### src/rtl/ntr_rx_pkg.sv
// Shared constants for the NTR command-phase receiver.
//
// Contents:
//   NTR_CMD_BYTES  bytes per command phase
//   NTR_CMD_W      width of the assembled command
//   NTR_BYTE_W     width of the card data bus
//   NTR_CNT_W      width of the byte counter (wraps modulo NTR_CMD_BYTES)
//   NTR_DEB_CNT_W  width of the debounce disagreement counter (CYCLES up to 15)
package ntr_rx_pkg;

    localparam int unsigned NTR_CMD_BYTES = 8;
    localparam int unsigned NTR_CMD_W     = 64;
    localparam int unsigned NTR_BYTE_W    = 8;
    localparam int unsigned NTR_CNT_W     = $clog2(NTR_CMD_BYTES);
    localparam int unsigned NTR_DEB_CNT_W = 4;

endpackage

### src/rtl/debouncer.sv
// Single-bit debouncer: the output follows the input only after CYCLES
// consecutive samples disagree with the current output. Any agreeing sample
// restarts the count, so pulses shorter than CYCLES clocks are swallowed.
//
// Parameters:
//   INIT    reset value of the output
//   CYCLES  consecutive disagreeing samples needed to change (1..15)
// Ports:
//   clk_i   clock
//   rst_i   synchronous active-high reset
//   in_i    already-synchronized input
//   out_o   debounced output (registered)
module debouncer
    import ntr_rx_pkg::*;
#(
    parameter bit          INIT   = 1'b0,
    parameter int unsigned CYCLES = 2
) (
    input  logic clk_i,
    input  logic rst_i,
    input  logic in_i,
    output logic out_o
);

    if (CYCLES < 1 || CYCLES > 15) begin : g_bad_cycles
        $error("debouncer: CYCLES must be in 1..15");
    end

    localparam logic [NTR_DEB_CNT_W-1:0] LastCnt = NTR_DEB_CNT_W'(CYCLES - 1);

    logic                     out_q;
    logic [NTR_DEB_CNT_W-1:0] cnt_q;

    always_ff @(posedge clk_i) begin
        if (rst_i) begin
            out_q <= INIT;
            cnt_q <= '0;
        end else if (in_i == out_q) begin
            cnt_q <= '0;
        end else if (cnt_q == LastCnt) begin
            // This sample is the CYCLES-th disagreeing one in a row.
            out_q <= in_i;
            cnt_q <= '0;
        end else begin
            cnt_q <= cnt_q + 1'b1;
        end
    end

    assign out_o = out_q;

endmodule

### src/rtl/ntr_debounce_rx.sv
// NTR (DS card bus) command-phase receiver. Synchronizes the card pins into
// clk_i, optionally debounces the card clock, and shifts in one byte per
// rising edge of that clock while chip select is low, flagging a complete
// 8-byte command.
//
// Build option: define NTR_RX_DEBOUNCE_EN to insert the debouncer on the
// synchronized card clock. Without it the edge detector runs directly on the
// synchronized clock and DEBOUNCE_INIT / DEBOUNCE_CYCLES are unused.
//
// Ports:
//   clk_i       system clock (single domain)
//   rst_i       synchronous active-high reset
//   ntr_clk_i   card bus clock, asynchronous, may bounce
//   ntr_cs1_i   chip select, active low
//   ntr_data_i  card bus data byte
//   command_o   assembled command, first byte in [63:56]
//   ready_o     all 8 bytes received in the current select window
//   count_o     bytes received in the window, modulo 8
module ntr_debounce_rx
    import ntr_rx_pkg::*;
#(
    parameter bit          DEBOUNCE_INIT   = 1'b0,
    parameter int unsigned DEBOUNCE_CYCLES = 2,
    parameter int unsigned SYNC_STAGES     = 2
) (
    input  logic                  clk_i,
    input  logic                  rst_i,
    input  logic                  ntr_clk_i,
    input  logic                  ntr_cs1_i,
    input  logic [NTR_BYTE_W-1:0] ntr_data_i,
    output logic [NTR_CMD_W-1:0]  command_o,
    output logic                  ready_o,
    output logic [NTR_CNT_W-1:0]  count_o
);

    if (SYNC_STAGES < 2) begin : g_bad_sync
        $error("ntr_debounce_rx: SYNC_STAGES must be at least 2");
    end

    // ------------------------------------------------------------------
    // Pin synchronizers. Chip select resets high so the block starts out
    // deselected.
    // ------------------------------------------------------------------
    logic [SYNC_STAGES-1:0]                 clk_sync_q;
    logic [SYNC_STAGES-1:0]                 cs_sync_q;
    logic [SYNC_STAGES-1:0][NTR_BYTE_W-1:0] data_sync_q;

    always_ff @(posedge clk_i) begin
        if (rst_i) begin
            clk_sync_q  <= '0;
            cs_sync_q   <= '1;
            data_sync_q <= '0;
        end else begin
            clk_sync_q  <= {clk_sync_q[SYNC_STAGES-2:0], ntr_clk_i};
            cs_sync_q   <= {cs_sync_q[SYNC_STAGES-2:0], ntr_cs1_i};
            data_sync_q <= {data_sync_q[SYNC_STAGES-2:0], ntr_data_i};
        end
    end

    logic                  clk_sync;
    logic                  cs_sync;
    logic [NTR_BYTE_W-1:0] data_sync;

    assign clk_sync  = clk_sync_q[SYNC_STAGES-1];
    assign cs_sync   = cs_sync_q[SYNC_STAGES-1];
    assign data_sync = data_sync_q[SYNC_STAGES-1];

    // ------------------------------------------------------------------
    // Card clock conditioning
    // ------------------------------------------------------------------
    logic clk_deb;

`ifdef NTR_RX_DEBOUNCE_EN
    localparam bit EdgeInit = DEBOUNCE_INIT;

    debouncer #(
        .INIT   (DEBOUNCE_INIT),
        .CYCLES (DEBOUNCE_CYCLES)
    ) u_debouncer (
        .clk_i (clk_i),
        .rst_i (rst_i),
        .in_i  (clk_sync),
        .out_o (clk_deb)
    );
`else
    localparam bit EdgeInit = 1'b0;

    assign clk_deb = clk_sync;

    logic unused_cfg;
    assign unused_cfg = ^{DEBOUNCE_INIT, DEBOUNCE_CYCLES};
`endif

    // Previous value resets to the conditioned clock's own reset value so
    // reset never manufactures an edge.
    logic clk_prev_q;
    logic clk_rise;

    always_ff @(posedge clk_i) begin
        if (rst_i) begin
            clk_prev_q <= EdgeInit;
        end else begin
            clk_prev_q <= clk_deb;
        end
    end

    assign clk_rise = clk_deb & ~clk_prev_q;

    // ------------------------------------------------------------------
    // Byte shifter
    // ------------------------------------------------------------------
    localparam logic [NTR_CNT_W-1:0] LastByte = NTR_CNT_W'(NTR_CMD_BYTES - 1);

    logic [NTR_CMD_W-1:0] cmd_q, cmd_d;
    logic [NTR_CNT_W-1:0] cnt_q, cnt_d;
    logic                 rdy_q, rdy_d;

    always_comb begin
        cmd_d = cmd_q;
        cnt_d = cnt_q;
        rdy_d = rdy_q;
        if (cs_sync) begin
            // Deselect wins over a coincident edge; command is left as-is.
            cnt_d = '0;
            rdy_d = 1'b0;
        end else if (clk_rise && !rdy_q) begin
            cmd_d = {cmd_q[NTR_CMD_W-NTR_BYTE_W-1:0], data_sync};
            cnt_d = cnt_q + 1'b1;
            if (cnt_q == LastByte) begin
                rdy_d = 1'b1;
            end
        end
    end

    always_ff @(posedge clk_i) begin
        if (rst_i) begin
            cmd_q <= '0;
            cnt_q <= '0;
            rdy_q <= 1'b0;
        end else begin
            cmd_q <= cmd_d;
            cnt_q <= cnt_d;
            rdy_q <= rdy_d;
        end
    end

    assign command_o = cmd_q;
    assign ready_o   = rdy_q;
    assign count_o   = cnt_q;

endmodule

### config.mk
export PLATFORM = sky130hd
export DESIGN_NAME = ntr_debounce_rx
export DESIGN_NICKNAME = d
export VERILOG_FILES = /design/src/rtl/ntr_rx_pkg.sv /design/src/rtl/debouncer.sv /design/src/rtl/ntr_debounce_rx.sv
export SDC_FILE = /design/constraint.sdc
export NUM_CORES = 1
export LEC_CHECK = 0
export CAP_MARGIN = 20
export CORE_ASPECT_RATIO = 1.25
export CORE_MARGIN = 4
export CORE_UTILIZATION = 49
export DETAILED_ROUTE_END_ITERATION = 8
export PLACE_DENSITY_LB_ADDON = 0.25
export SLEW_MARGIN = 30
export SYNTH_ARGS = -nofsm -noshare
export SYNTH_HDL_FRONTEND = slang
export SYNTH_SLANG_ARGS = --single-unit
### constraint.sdc
create_clock -name clk_i -period 1.4 [get_ports clk_i]
set_input_delay 0.21 -clock clk_i [delete_from_list [all_inputs] [get_ports clk_i]]
set_output_delay 0.21 -clock clk_i [all_outputs]
set_load 0.01 [all_outputs]
==> impl_metrics.ini <==
; yosys + openroad results
[pwr]
power.total_mw = 4.51
leakage_nw = 1.80
max-vdd-ir-drop_uv = 718
p_per_area_nw_per_um2 = 1050

[global_route]
grt_max_degree = 54
grt_pass1_vias = 2000
grt_pass1_wl_mm = 9.28
grt_use_met2_pct = 22.7
antenna_found_initial = 0
grtUsageMet1_pct = 19.3

[flow_run]
drv_cap = 0

[cts]
cts_tree = yes
cts-resized-gates = 69
clk_path_buf_depth = 2
cts_sinks = 89
postCtsSetupBuffers = 0
path_clk_slew_ps = 80
hold_buffers = 0
root_buffer = clkbuf_8

[synthesis]
syn_inst = 281
async_reset_ff_share_pct = 0
ys_sh_simple_pct = 19.8
synthesis.nets = 295
avgSynthCellArea_um2 = 11.9
ys_cells = 281
ys_sh_aoi_pct = 0.224

[final_layout]
largest_class = registers
fin_nets = 374
lay_top_cells = dfxtp_1 (88), nand2b_1 (72), dlygate4sd2_1 (68)
final-comb-area_um2 = 1370
final_common_cell = dfxtp_1
nonClkBufAreaFrac_pct = 19.1
drive_gt1_share_pct = 7.99

[worst_setup_path]
crit_buf_inv = 2
reg2reg_to = command_o[42]$_SDFFE_PP0P_
crit_path_max_incr_delay_ps = 340
r2r-start = cs_sync_q[1]$_SDFF_PP1_
cpMaxStageDelayCell = dfxtp_1
criticalPathCategory = register to register

[detailed_routing]
wl_met3_um = 323
wirelength_mm = 6.06
drt_pass1_iterations = 4

[sta]
timing.final.crit_period_ps = 1340
worst_pin_slew_ps = 298
postLayoutSetupSlackWorst_ps = 61.3

[min_path]
worstHoldStart = rst_i

[floorplanning]
die_h_um = 100

[place]
dpl_worst_slack_ps = 18.5

[outcome]
status = completed
through the flow:
step	instances	instance area (um2)
6_report	450	4280
5_1_grt	450	4280
4_1_cts	448	4260
3_5_place_dp	434	4150
3_3_place_gp	434	4150
2_1_floorplan	281	3350
state kept, by name (all words and copies together), names as in the netlist:
name	flops
data_sync	8
command_o	64
clk_prev_q	1
cs_sync_q	2
count_o	3
ready_o	1
clk_sync_q	2
data_sync_q	8
report_power, final:
group,internal (mW),switching [mW]
Combinational,0.0961,0.0583
Sequential,2.56,0.00809
Clock,0.981,0.808
worst register-to-register path, cell delays in order (launching register included):
cell,delay [ps]
dfxtp_1,340
nor4b_4,260
buf_4,190
buf_12,230
mux2i_1,250
**I/O nets highlighted**

Drawn at 4 px/um.
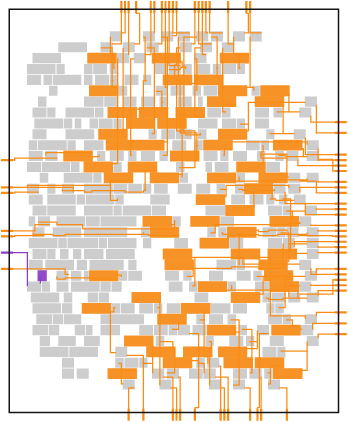
colour	port	direction	edge	end cells	buffers	wire
purple	ntr_clk_i	input	left	1	1	14.1 um
orange	command_o	output	26 right, 19 top, 13 bottom, 6 left	64	64	1830 um
input/output buffers: 79
Ports: 80

**Placement by cell class**

Drawn at 3 px/um.
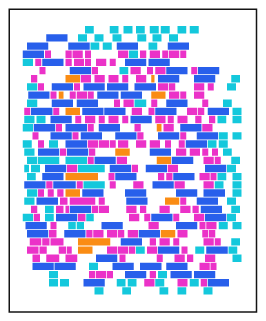
colour	class	cells	share of their area
magenta	combinational and other logic	173	33%
orange	clock drivers and dummy loads	14	4.7%
cyan	other buffers and delay cells	87	20%
blue	flops	89	43%
Seq area share: 41.6%
Final Cell Area: 4280 um2
num rows: 33

**Cell placement**

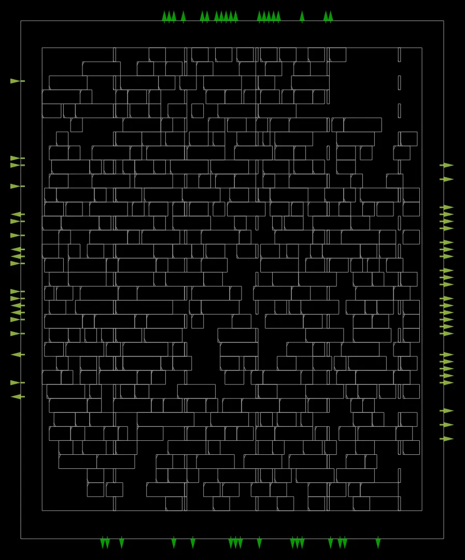
Core Box Area: 6610 um2
TAP cells: 87
Post-Layout Cell Count: 450

**Register map, names as in the netlist**

Drawn at 3 px/um. Other sequential cells in the stronger grey, the rest of the logic in the fainter grey.
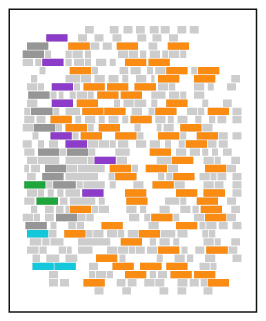
colour	name in the netlist	flops
cyan	count_o	3
green	clk_sync_q	2
orange	command_o	64
purple	data_sync	8
not coloured	12
Flop area: 1780 um2
post-layout util: 64.8%
Seq group: 2.56 mW

**Clock wires, drivers and flops**

Drawn at 3 px/um.
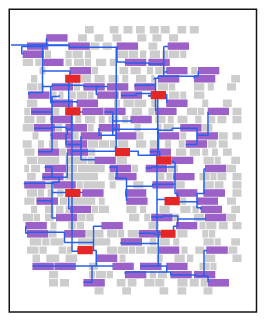
[red] clock drivers | count: 9
[blue] clock wires | length: 923 um
[purple] flip-flops | count: 89
flops lie	all over the die
Final Skew: 9.68 ps
Late-Pin Clk Latency: 340 ps
P_clk: 1.79 mW

No activity file was given, so power comes from the tool's default toggle rates.
